==> config.mk <==
export PLATFORM = sky130hd
export DESIGN_NAME = jpeg_zz_quantizer
export DESIGN_NICKNAME = d
export VERILOG_FILES = /design/src/rtl/jpeg_zz_quantizer.sv
export SDC_FILE = /design/constraint.sdc
export NUM_CORES = 2
export LEC_CHECK = 0
export CAP_MARGIN = 20
export CORE_UTILIZATION = 30
export CTS_CLUSTER_SIZE = 24
export DETAILED_ROUTE_END_ITERATION = 8
export PLACE_DENSITY = 0.55
export SKIP_CTS_REPAIR_TIMING = 1
export SLEW_MARGIN = 20
export SYNTH_ARGS = -nofsm -noshare
export SYNTH_HDL_FRONTEND = slang
export SYNTH_SLANG_ARGS = --single-unit
==> constraint.sdc <==
create_clock -name clk -period 5.75 [get_ports clk]
set_input_delay 1.725 -clock clk [delete_from_list [all_inputs] [get_ports clk]]
set_output_delay 1.725 -clock clk [all_outputs]
set_load 0.05 [all_outputs]
==> src/rtl/jpeg_zz_quantizer.sv <==
// rtl/jpeg_zz_quantizer.sv - zigzag-order coefficient quantiser, reciprocal multiply, 3-stage all-stall pipe
// Optional double-buffered table: define QT_DOUBLE_BUF_EN.
module jpeg_zz_quantizer #(
  parameter int DW    = 12,
  parameter int RW    = 16,
  parameter int NCOEF = 64
) (
  input  logic                 clk,
  input  logic                 rst,
  input  logic signed [DW-1:0] din,
  input  logic                 din_valid,
  output logic                 din_ready,
  input  logic                 qt_we,
  input  logic [$clog2(NCOEF)-1:0] qt_addr,
  input  logic [RW-1:0]        qt_wdata,
  input  logic                 qt_swap,
  output logic signed [DW-1:0] dout,
  output logic                 dout_valid,
  input  logic                 dout_ready,
  output logic [$clog2(NCOEF)-1:0] dout_idx,
  output logic                 dout_last
);
  localparam int IW = $clog2(NCOEF);
  localparam logic [DW+RW-1:0] HALF = (DW+RW)'(1) << (RW-1);
  localparam logic [IW-1:0] LAST_IDX = IW'(NCOEF-1);

  logic          w_adv, w_xfer;
  logic [RW-1:0] w_recip;
  logic [IW-1:0] r_idx;

  logic                 r_s1_valid, r_s2_valid, r_s3_valid;
  logic signed [DW-1:0] r_s1_din;
  logic [IW-1:0]        r_s1_idx, r_s2_idx, r_s3_idx;
  logic [RW-1:0]        r_s1_recip;
  logic [DW+RW-1:0]     r_s2_mag;
  logic                 r_s2_sign;
  logic signed [DW-1:0] r_dout;
  logic                 r_last;

  logic [DW-1:0]    w_abs;
  logic [DW+RW-1:0] w_prod;
  logic [DW-1:0]    w_q;

  assign w_adv     = ~r_s3_valid | dout_ready;
  assign w_xfer    = din_valid & w_adv;
  assign din_ready = w_adv;

`ifdef QT_DOUBLE_BUF_EN
  logic [RW-1:0] r_tbl0 [NCOEF];
  logic [RW-1:0] r_tbl1 [NCOEF];
  logic          r_bank, r_swap_pend, w_do_swap;

  // Swap only at a block boundary so each block sees one table.
  assign w_do_swap = r_swap_pend &
                     ((w_xfer & (r_idx == LAST_IDX)) | ((r_idx == '0) & ~w_xfer));
  assign w_recip   = r_bank ? r_tbl1[r_idx] : r_tbl0[r_idx];

  always_ff @(posedge clk) begin
    if (qt_we) begin
      if (r_bank) r_tbl0[qt_addr] <= qt_wdata;
      else        r_tbl1[qt_addr] <= qt_wdata;
    end
  end

  always_ff @(posedge clk) begin
    if (!rst) begin
      r_bank      <= 1'b0;
      r_swap_pend <= 1'b0;
    end else if (w_do_swap) begin
      r_bank      <= ~r_bank;
      r_swap_pend <= qt_swap;
    end else if (qt_swap) begin
      r_swap_pend <= 1'b1;
    end
  end
`else
  logic [RW-1:0] r_tbl [NCOEF];
  logic          w_unused;

  assign w_recip  = r_tbl[r_idx];
  assign w_unused = qt_swap;

  always_ff @(posedge clk) begin
    if (qt_we) r_tbl[qt_addr] <= qt_wdata;
  end
`endif

  // Magnitude as DW-bit unsigned: |-2^(DW-1)| = 2^(DW-1) still fits.
  assign w_abs  = r_s1_din[DW-1] ? DW'(-r_s1_din) : DW'(r_s1_din);
  assign w_prod = (DW+RW)'(w_abs) * (DW+RW)'(r_s1_recip);
  assign w_q    = DW'((r_s2_mag + HALF) >> RW);

  always_ff @(posedge clk) begin
    if (!rst) begin
      r_idx <= '0;
    end else if (w_xfer) begin
      r_idx <= r_idx + IW'(1);
    end
  end

  always_ff @(posedge clk) begin
    if (!rst) begin
      r_s1_valid <= 1'b0;
      r_s1_din   <= '0;
      r_s1_idx   <= '0;
      r_s1_recip <= '0;
      r_s2_valid <= 1'b0;
      r_s2_mag   <= '0;
      r_s2_sign  <= 1'b0;
      r_s2_idx   <= '0;
      r_s3_valid <= 1'b0;
      r_s3_idx   <= '0;
      r_dout     <= '0;
      r_last     <= 1'b0;
    end else if (w_adv) begin
      r_s1_valid <= din_valid;
      r_s1_din   <= din;
      r_s1_idx   <= r_idx;
      r_s1_recip <= w_recip;
      r_s2_valid <= r_s1_valid;
      r_s2_mag   <= w_prod;
      r_s2_sign  <= r_s1_din[DW-1];
      r_s2_idx   <= r_s1_idx;
      r_s3_valid <= r_s2_valid;
      r_s3_idx   <= r_s2_idx;
      r_dout     <= r_s2_sign ? -$signed(w_q) : $signed(w_q);
      r_last     <= (r_s2_idx == LAST_IDX);
    end
  end

  assign dout       = r_dout;
  assign dout_valid = r_s3_valid;
  assign dout_idx   = r_s3_idx;
  assign dout_last  = r_last;

endmodule
==> flow_metrics.env <==
# yosys + openroad results
export IMPL_final_net_count=3371
export IMPL_yosysWarnings=0
export IMPL_simple_gate_area_share_pct=5.425
export IMPL_cp_num_cells=21
export IMPL_p_sw_uw=4987
export IMPL_sw_frac_of_total_pct=25.93
export IMPL_ios=61
export IMPL_synth_top_cells_by_count="edfxtp_1, nand2_1, mux4_2"
export IMPL_path_clk_slew_ns=0.06
export IMPL_gp_congestion=0.8231
export IMPL_core_area_sq_um=162800
export IMPL_portBuffers=59
export IMPL_grt_max_degree=93
export IMPL_lay_top_count="edfxtp_1"
export IMPL_tns_ns=-2.371
export IMPL_most_common_layout_cells="edfxtp_1, mux4_2, nand2_1"
export IMPL_grt_pass1_vias=26770
export IMPL_die_x_microns=406.9
export IMPL_r2r_cells=21
export IMPL_p_clk_share_pct=36.5
export IMPL_cts_sinks=1106
export IMPL_aoi_share_pct=3.763
export IMPL_ys_area_sq_um=49170
export IMPL_dieHeight_microns=406.9
export IMPL_hold_ws_ns=0.4605
export IMPL_cap_violations=0
export IMPL_areaGrowthSynthToFinish_pct=16.78
export IMPL_critPathBufInv=3
export IMPL_yosys_cells=2898
export IMPL_area_leaders="edfxtp_1, mux4_2, fa_1"
export IMPL_critPathMaxStageDelay_ns=0.51
export IMPL_synth_adder_area_share_pct=7.339
export IMPL_slew_viol_final=0
export IMPL_h_tree_depth=3
export IMPL_fin_skew_ns=0.05101
export IMPL_internal_power_uw=14250
export IMPL_cts_tree="done"
export IMPL_finalCritPeriodShare_pct=105.9
export IMPL_yosys_cell_types_count=74
export IMPL_yosys_most_used_dff="edfxtp_1"
export IMPL_edf_count=1024
export IMPL_worst_path_most_repeated_cell="fa_1"
export IMPL_layout_drive_gt1_share_pct=23.84
export IMPL_vias_per_cell=4.806
export IMPL_post_place_cells=5183
export IMPL_gr_total_overflow=0
export IMPL_grt_pass1_wl_microns=180900
export IMPL_drcViolationCount=0
export IMPL_worstHoldPathCells=2
export IMPL_top_cell_area_share_pct=62.54
export IMPL_path_cells="or3_4 -> or3_4 -> o31a_1 -> xor2_4 -> and2_4 -> fa_1 -> fa_1 -> fa_1 -> fa_1 -> inv_1 -> fa_1 -> inv_2 -> ha_4 -> buf_4 -> and3_4 -> and2_4 -> nand2_2 -> o21ai_4 -> a31oi_4 -> or4_4 -> nand3_2"
export IMPL_warning_count=30
export IMPL_pwr_share_seq_pct=47.1
export IMPL_rrSetupSlack_ns=-0.34
export IMPL_r2r_end="r_s2_mag[26]$_SDFFE_PN0N_"
export IMPL_die_area_sq_um=165500
export IMPL_fp_util_pct=30.21
export IMPL_ant_nets=0
export IMPL_postSynthSeqShare_pct=65.87
export IMPL_syn_area_per_cell_sq_um=16.97
export IMPL_setup_ws_ns=-0.3415
export IMPL_startpoint="r_s1_din[3]$_SDFFE_PN0N_"
export IMPL_netlist_instances=2898
export IMPL_hpwl_microns=77040
export IMPL_finalInstanceArea_sq_um=57420
export IMPL_required_ns=6.38
export IMPL_crit_fanout=7
export IMPL_crit_path_end_kind="flip-flop"
export IMPL_wire_per_inst_microns=22.87
export IMPL_synthXorXnorAreaFrac_pct=0.8194
export IMPL_row_count=148
export IMPL_finalPower_uw=19230
export IMPL_fin_crit_ns=6.091
export IMPL_ys_top_logic_family="multiplexers"
export IMPL_hp_class="reg2reg"
export IMPL_netlist_area_sq_um=49170
export IMPL_timing_fmax_ghz=0.1642
export IMPL_crit_path_start_kind="flip-flop"
export IMPL_status="finished, violations left"
export IMPL_crit_family="adder cells"
export IMPL_hold_violations=0
export IMPL_leakage_uw=0.01891
export IMPL_power_density_nw_per_um2=335.0
export IMPL_largest_area_cell="edfxtp_1"
export IMPL_ys_flops=1106
export IMPL_arrival_ns=6.72
export IMPL_relSlewSlack_pct=21.91
export IMPL_ir_drop_uv=236.4
export IMPL_reg_largest_list="r_tbl (1024), r_s1_recip (16), r_s2_mag (13)"
export IMPL_holdPathEnd="dout_idx[3]$_SDFFE_PN0N_"
export IMPL_combPwrFrac_pct=16.4
export IMPL_slowest_stage="fa_1"
export IMPL_cts_buffer_depth=3
export IMPL_drt_pass1_iter_count=7
export IMPL_clock_latency_ns=0.73
export IMPL_antenna_found_initial=4
export IMPL_rsz0062_at_grt="true"
export IMPL_setup_viol_count_final=13
export IMPL_drt_iter0_markers=2177
export IMPL_worstMarginPinSlew_ns=1.159
export IMPL_crit_type="reg2reg"
export IMPL_synthArstFlopShare_pct=0
export IMPL_top_register="r_tbl"
export IMPL_fp_nets=3143
export IMPL_largest_register_ff_count=1024
export IMPL_place_ws_ns=-0.4722
export IMPL_post_dp_cell_area_sq_um=53530
export IMPL_numCtsBuffers=105
export IMPL_final_cells=5396
export IMPL_violations="negative setup slack"
export IMPL_fin_util_pct=35.28
[area by class of cell]
type                       instances  area (sq um)
clock buffer                     134          2746
fill                           15280        105400
sequential                      1106         32410
tap                             2175          2721
clock inverter                    64         744.5
inverter                         188         705.7
multi-input combinational       1443         15800
antenna                            4         10.01
timing repair buffer             282          2290
[power by group through the flow]
stage	sequential (uW)	clock (uW)	combinational, uW
after CTS	9050	7180	3010
final	9050	7030	3150
after global placement	9220	0	2990
after detailed placement	9230	0	2990
after floorplan	9180	0	1940
after global routing	9070	7470	3490
[metal layers]
metal	vias up	GRT usage (%)	wire length (microns)	share of wire, %
li1	11500	-	-	-
met1	13660	20.56	54680	44
met2	625	23.91	58760	48
met3	148	3.149	6966	5.6
met4	0	4.116	2991	2.4
met5	-	0	0	0
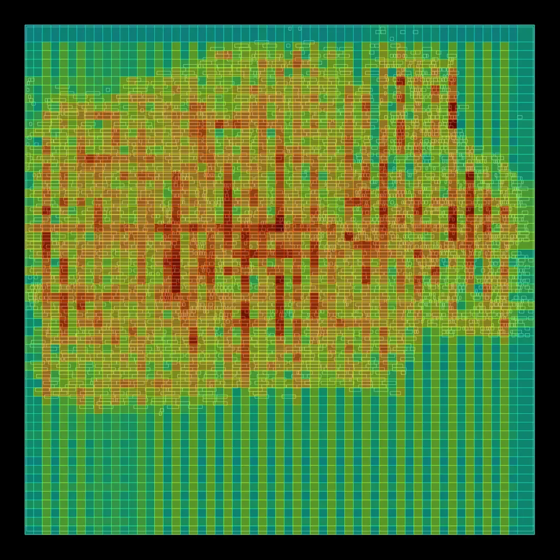
(congestion heat map)
met2 usage: 23.91%
GR Util All Layers: 14.96%
routing usage on met3: 3.149%

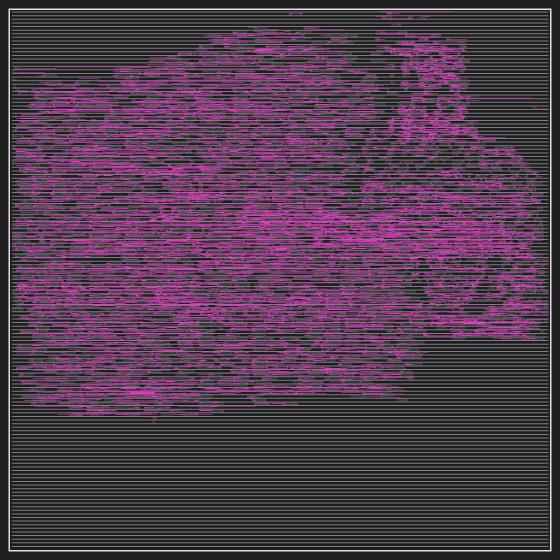
(met1 routing)
Supply wires on this layer in grey.
main direction = horizontal
wire length on this layer = 54.7 mm
longest straight run = 116 microns
Post-Route WL: 123,400 microns
grt met1 use: 20.56%
DR vias: 25,930

